--- src/rtl/pipe_ctrl_pkg.sv ---
// Shared definitions for the Y86 pipeline control unit: icode constants,
// the "no register" ID, status codes, FSM state type and the control bundle.
// Also carries the project-wide `BYTE / `WORD range macros.

`ifndef PIPE_CTRL_DEFS_SV
`define PIPE_CTRL_DEFS_SV
`define BYTE 7:0
`define WORD 31:0
`endif

package pipe_ctrl_pkg;

    // Y86 instruction codes
    localparam logic [7:0] I_HALT   = 8'h0;
    localparam logic [7:0] I_NOP    = 8'h1;
    localparam logic [7:0] I_RRMOVL = 8'h2;
    localparam logic [7:0] I_IRMOVL = 8'h3;
    localparam logic [7:0] I_RMMOVL = 8'h4;
    localparam logic [7:0] I_MRMOVL = 8'h5;
    localparam logic [7:0] I_OPL    = 8'h6;
    localparam logic [7:0] I_JXX    = 8'h7;
    localparam logic [7:0] I_CALL   = 8'h8;
    localparam logic [7:0] I_RET    = 8'h9;
    localparam logic [7:0] I_PUSHL  = 8'hA;
    localparam logic [7:0] I_POPL   = 8'hB;

    // Register ID meaning "no register"
    localparam logic [7:0] RNONE = 8'hF;

    // Status codes (resized to STAT_W at the point of use)
    localparam int STAT_AOK = 1;
    localparam int STAT_HLT = 2;
    localparam int STAT_ADR = 3;
    localparam int STAT_INS = 4;

    // Run/halt controller states
    typedef enum logic [1:0] {
        ST_FLUSH = 2'd0,
        ST_RUN   = 2'd1,
        ST_HALT  = 2'd2
    } pipe_state_e;

    // Per-stage control bundle
    typedef struct packed {
        logic f_stall;
        logic d_stall;
        logic d_bubble;
        logic e_bubble;
        logic m_bubble;
        logic w_stall;
        logic halted;
    } pipe_ctl_t;

endpackage

--- src/rtl/pipe_ctrl_hazard.sv ---
// Combinational hazard detection: load/use, pending return, branch mispredict.

module pipe_hazard
    import pipe_ctrl_pkg::*;
(
    input  logic [`BYTE] D_icode,
    input  logic [`BYTE] d_srcA,
    input  logic [`BYTE] d_srcB,
    input  logic [`BYTE] E_icode,
    input  logic [`BYTE] E_dstM,
    input  logic         e_Cnd,
    input  logic [`BYTE] M_icode,
    output logic         load_use,
    output logic         ret_pend,
    output logic         mispred
);

    // Hazard terms straight from the stage fields; RNONE never matches a source
    always_comb begin
        load_use = ((E_icode == I_MRMOVL) || (E_icode == I_POPL)) &&
                   (E_dstM != RNONE) &&
                   ((E_dstM == d_srcA) || (E_dstM == d_srcB));
        ret_pend = (D_icode == I_RET) || (E_icode == I_RET) || (M_icode == I_RET);
        mispred  = (E_icode == I_JXX) && !e_Cnd;
    end

endmodule

--- src/rtl/pipe_ctrl.sv ---
// Pipeline control unit for the five-stage Y86 core.
// Owns the FLUSH/RUN/HALT state machine, the stall/bubble control mux and,
// when PIPE_CTRL_PERF_EN is defined, three saturating performance counters.
// Controls are combinational from the stage inputs and the registered state.
// dbg_state exposes the controller state for observation.

module pipe_ctrl
    import pipe_ctrl_pkg::*;
#(
    parameter int STAT_W = 4,
    parameter int CNT_W  = 32
) (
    input  logic              clk,
    input  logic              rst,
    input  logic [`BYTE]      D_icode,
    input  logic [`BYTE]      d_srcA,
    input  logic [`BYTE]      d_srcB,
    input  logic [`BYTE]      E_icode,
    input  logic [`BYTE]      E_dstM,
    input  logic              e_Cnd,
    input  logic [`BYTE]      M_icode,
    input  logic [STAT_W-1:0] m_stat,
    input  logic [STAT_W-1:0] W_stat,
    output logic              F_stall,
    output logic              D_stall,
    output logic              D_bubble,
    output logic              E_bubble,
    output logic              M_bubble,
    output logic              W_stall,
    output logic              halted,
`ifdef PIPE_CTRL_PERF_EN
    output logic [CNT_W-1:0]  perf_cycles,
    output logic [CNT_W-1:0]  perf_stalls,
    output logic [CNT_W-1:0]  perf_bubbles,
`endif
    output pipe_state_e       dbg_state
);

    localparam logic [STAT_W-1:0] AOK = STAT_W'(STAT_AOK);

    logic        load_use;
    logic        ret_pend;
    logic        mispred;
    logic        lu_eff;
    logic        exc_m;
    logic        exc_w;
    pipe_ctl_t   ctl;

    pipe_state_e state_q, state_d;
    logic        flush_cnt_q, flush_cnt_d;

    pipe_hazard u_hazard (
        .D_icode  (D_icode),
        .d_srcA   (d_srcA),
        .d_srcB   (d_srcB),
        .E_icode  (E_icode),
        .E_dstM   (E_dstM),
        .e_Cnd    (e_Cnd),
        .M_icode  (M_icode),
        .load_use (load_use),
        .ret_pend (ret_pend),
        .mispred  (mispred)
    );

    // Exception flags and the load/use term masked by a mispredict
    always_comb begin
        exc_m  = (m_stat != AOK);
        exc_w  = (W_stat != AOK);
        lu_eff = load_use & ~mispred;
    end

    // State register with the FLUSH sequencing bit
    always_ff @(posedge clk) begin
        if (rst) begin
            state_q     <= ST_FLUSH;
            flush_cnt_q <= 1'b0;
        end else begin
            state_q     <= state_d;
            flush_cnt_q <= flush_cnt_d;
        end
    end

    // Next state: FLUSH lasts two cycles, RUN halts on a write-back exception
    always_comb begin
        state_d     = state_q;
        flush_cnt_d = flush_cnt_q;
        case (state_q)
            ST_FLUSH: begin
                if (flush_cnt_q) begin
                    state_d     = ST_RUN;
                    flush_cnt_d = 1'b0;
                end else begin
                    flush_cnt_d = 1'b1;
                end
            end
            ST_RUN: begin
                if (exc_w) begin
                    state_d = ST_HALT;
                end
            end
            ST_HALT: begin
                state_d = ST_HALT;
            end
            default: begin
                state_d     = ST_FLUSH;
                flush_cnt_d = 1'b0;
            end
        endcase
    end

    // Control mux; rst forces the FLUSH pattern even before the first edge
    always_comb begin
        ctl = '0;
        if (rst || (state_q == ST_FLUSH)) begin
            ctl.f_stall  = 1'b1;
            ctl.d_bubble = 1'b1;
            ctl.e_bubble = 1'b1;
            ctl.m_bubble = 1'b1;
        end else if (state_q == ST_HALT || (state_q == ST_RUN && exc_w)) begin
            // Write-back exception freezes the core in the cycle it is seen
            ctl.f_stall  = 1'b1;
            ctl.d_stall  = 1'b1;
            ctl.e_bubble = 1'b1;
            ctl.m_bubble = 1'b1;
            ctl.w_stall  = 1'b1;
            ctl.halted   = (state_q == ST_HALT);
        end else if (state_q == ST_RUN) begin
            ctl.f_stall  = lu_eff | ret_pend;
            ctl.d_stall  = lu_eff;
            ctl.d_bubble = mispred | (ret_pend & ~lu_eff);
            ctl.e_bubble = mispred | lu_eff;
            ctl.m_bubble = exc_m;
        end else begin
            // Unreachable encoding: behave as FLUSH until recovered
            ctl.f_stall  = 1'b1;
            ctl.d_bubble = 1'b1;
            ctl.e_bubble = 1'b1;
            ctl.m_bubble = 1'b1;
        end
    end

    // Drive the output ports from the control bundle
    always_comb begin
        F_stall   = ctl.f_stall;
        D_stall   = ctl.d_stall;
        D_bubble  = ctl.d_bubble;
        E_bubble  = ctl.e_bubble;
        M_bubble  = ctl.m_bubble;
        W_stall   = ctl.w_stall;
        halted    = ctl.halted;
        dbg_state = state_q;
    end

`ifdef PIPE_CTRL_PERF_EN
    logic [CNT_W-1:0] cycles_q,  cycles_d;
    logic [CNT_W-1:0] stalls_q,  stalls_d;
    logic [CNT_W-1:0] bubbles_q, bubbles_d;
    logic             run_cyc;

    // Saturating counters that only advance while running
    always_comb begin
        run_cyc   = (state_q == ST_RUN);
        cycles_d  = cycles_q;
        stalls_d  = stalls_q;
        bubbles_d = bubbles_q;
        if (run_cyc && !(&cycles_q)) begin
            cycles_d = cycles_q + CNT_W'(1);
        end
        if (run_cyc && ctl.f_stall && !(&stalls_q)) begin
            stalls_d = stalls_q + CNT_W'(1);
        end
        if (run_cyc && (ctl.d_bubble | ctl.e_bubble) && !(&bubbles_q)) begin
            bubbles_d = bubbles_q + CNT_W'(1);
        end
    end

    // Counter registers, cleared by reset
    always_ff @(posedge clk) begin
        if (rst) begin
            cycles_q  <= '0;
            stalls_q  <= '0;
            bubbles_q <= '0;
        end else begin
            cycles_q  <= cycles_d;
            stalls_q  <= stalls_d;
            bubbles_q <= bubbles_d;
        end
    end

    // Counter outputs
    always_comb begin
        perf_cycles  = cycles_q;
        perf_stalls  = stalls_q;
        perf_bubbles = bubbles_q;
    end
`endif

endmodule
--- config.mk ---
export PLATFORM = sky130hd
export DESIGN_NAME = pipe_ctrl
export DESIGN_NICKNAME = d
export VERILOG_FILES = /design/src/rtl/pipe_ctrl_pkg.sv /design/src/rtl/pipe_ctrl_hazard.sv /design/src/rtl/pipe_ctrl.sv
export SDC_FILE = /design/constraint.sdc
export NUM_CORES = 1
export LEC_CHECK = 0
export CAP_MARGIN = 15
export CORE_UTILIZATION = 29
export CTS_BUF_LIST = sky130_fd_sc_hd__clkbuf_4
export DETAILED_ROUTE_END_ITERATION = 12
export HOLD_SLACK_MARGIN = 0.12
export PLACE_DENSITY = 0.88
export SYNTH_ARGS = -nofsm -noshare
export SYNTH_HDL_FRONTEND = slang
export SYNTH_SLANG_ARGS = --single-unit
export TNS_END_PERCENT = 1
--- constraint.sdc ---
create_clock -name clk -period 3.9 [get_ports clk]
set_clock_uncertainty 0.05 [all_clocks]
set_input_delay 0.39 -clock clk [delete_from_list [all_inputs] [get_ports clk]]
set_output_delay 0.39 -clock clk [all_outputs]
set_load 0.01 [all_outputs]
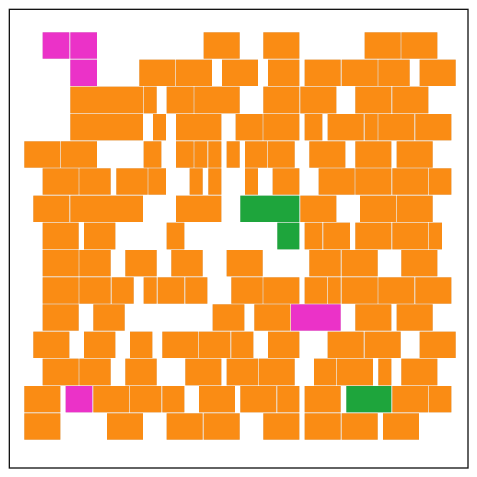
**Above:** cell sizes after repair.
Scale: 10 px per um.
- x3 and x4: magenta (cells 5; share 3.5%)
- x2: green (cells 3; share 2.1%)
- x1 and smaller: orange (cells 133; share 94%)
Layout area overhead: 132%
final worst slack: 0.904 ns
Final Cell Area: 1290 sq um
Buffers excl. clock: 67

==> deck_impl_summary.md <==
Physical Implementation Snapshot

Logic synthesis
  • Main synth FF type: dfxtp_1
  • Cells after Synth: 70
  • EDFF count, synth: 0
  • Synth logic family: simple AND/OR/NAND/NOR gates
  • Synth Area in Adders: under 10%
  • Post-synthesis compound-gate area fraction: between 10% and 20%
  • Yosys top cell by area: xor2_1
  • Syn nets: roughly 130
  • Synth Cell Area: between 500 and 600 sq um
  • Ys async rst share: 0%
  • Xor+xnor area frac: between 20% and 30%
  • Post-synthesis sequential area ratio: between 10% and 20%
  • Max-area cell share: between 20% and 30%
  • Biggest area cells: xor2_1 (25%), dfxtp_1 (11%), nor4_1 (7.9%), ha_1 (6.8%), nand2_1 (4.7%)
  • Top cells by count: xor2_1 (16), nand2_1 (7), nor4_1 (7)

Die
  • Die height: 45.7 um
  • Core area: 1760 sq um
  • Row count: 15
  • Core Util at FP: 31.4%
  • I/O pin cnt: between 60 and 70
  • Die area: 2090 sq um

Global route
  • Pin count of the biggest net entering global routing: 5
  • Total track usage: approximately a fifth
  • First-pass GRT wire length: roughly 3 mm
  • Gr busiest metal: met2
  • Antenna violations before repair: 0

Worst setup path
  • CP required: around 3.5 ns
  • Critical R2R Launch: dbg_state[0]
  • Worst setup SP type: primary input
  • Cell Chain, Critical Path: clkdlybuf4s50_1, xor2_1, nor4_1, a22oi_1, or2_2, o21bai_1, clkdlybuf4s50_1
  • Worst path top cell family by delay: buffers and inverters
  • Crit end category: primary output
  • R2R Path End: dbg_state[1]
  • CP dominant cell by count: clkdlybuf4s50_1
  • CP max FO: 3

Power
  • Pwr Density: 247 nW/um^2
  • Sw Ratio: a little over a third
  • Total combinational power: 0.198 mW
  • Sw power: between 0.1 and 0.15 mW
  • Sequential power share: 17.4%
  • P_int: between 0.2 and 0.25 mW
  • Top power group: combinational cells
  • Clk. pwr: roughly 0.065 mW
  • Comb power frac: between 60% and 70%
  • Seq group: roughly 0.055 mW

Final layout
  • Max-area cell class: buffers
  • Seq. cell area: ~60 sq um
  • Most common logic cells in the final layout: clkdlybuf4s50_1 (67), xor2_1 (16), nand2_1 (7), nor4_1 (7), clkbuf_4 (4)
  • Non-clk invs: 3
  • Top cell excl fill/tap: clkdlybuf4s50_1
  • Share of layout cells above drive strength 1: 5.67%
  • Flop count: 3
  • Filler cell count: about 150
  • CLK BUF: 4
  • #MultiIn Comb: 64

Place
  • Port Buffers: about 67
  • Hpwl dp: roughly 1.8 mm
  • Placed Instances: 162

Final timing
  • Setup Viol. Count Final: 0
  • Minimum clock period: around 3 ns
  • Relative slew slack: about two thirds
  • TNS Setup: 0 ns
  • Fmax: around 330 MHz
  • Slew Limit Fails: 0
  • Period utilization: a little under 80%

CTS
  • Max Buffers Root-to-Sink: 2
  • Hold buffers post-CTS: 0
  • H-tree depth: 1
  • Clk_lat worst skew: around 0.24 ns
  • Inserted Clock Buffers: 3
  • Setup Buffers After CTS: 0

Run status
  • Status: finished clean

Min path
  • Tightest Hold Check Type: flop to flop
  • Hold depth: 2
  • Hold_sp: flush_cnt_q

Drt
  • Vias after detailed routing: between 700 and 800
  • Routed wl met2: 1.01 mm
  • Highest metal used: met4
  • Wire length on met3: between 200 and 300 um
  • Post-DRT Antenna Nets: 0
  • First-pass DRT Iterations: 4
  • Drt via density: between 4 and 5
  • Routed wire length: ~2.1 mm
  • Number of remaining DRC errors: 0
  • Wire length on met1: just under 800 um

Run
  • Tool warnings: 28
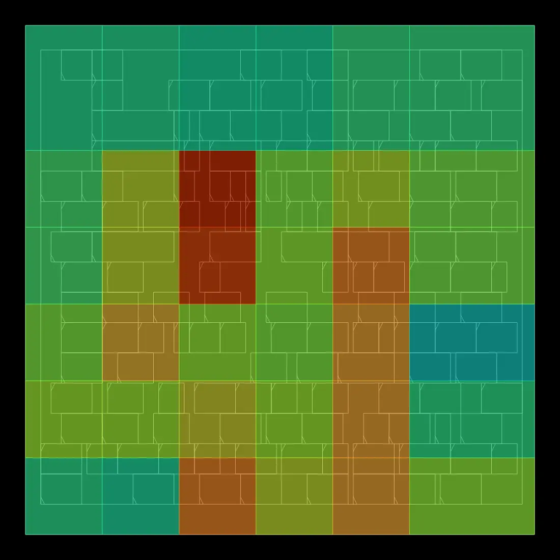
**Above:** congestion heat map.
wire per inst: 12.6 um
Global Route met3 Usage: 5.56%
grt met2 use: 37.4%
GRT met1 Usage: 20.0%
final core occ: 72.9%

Power is estimated from default activity; no workload was simulated.
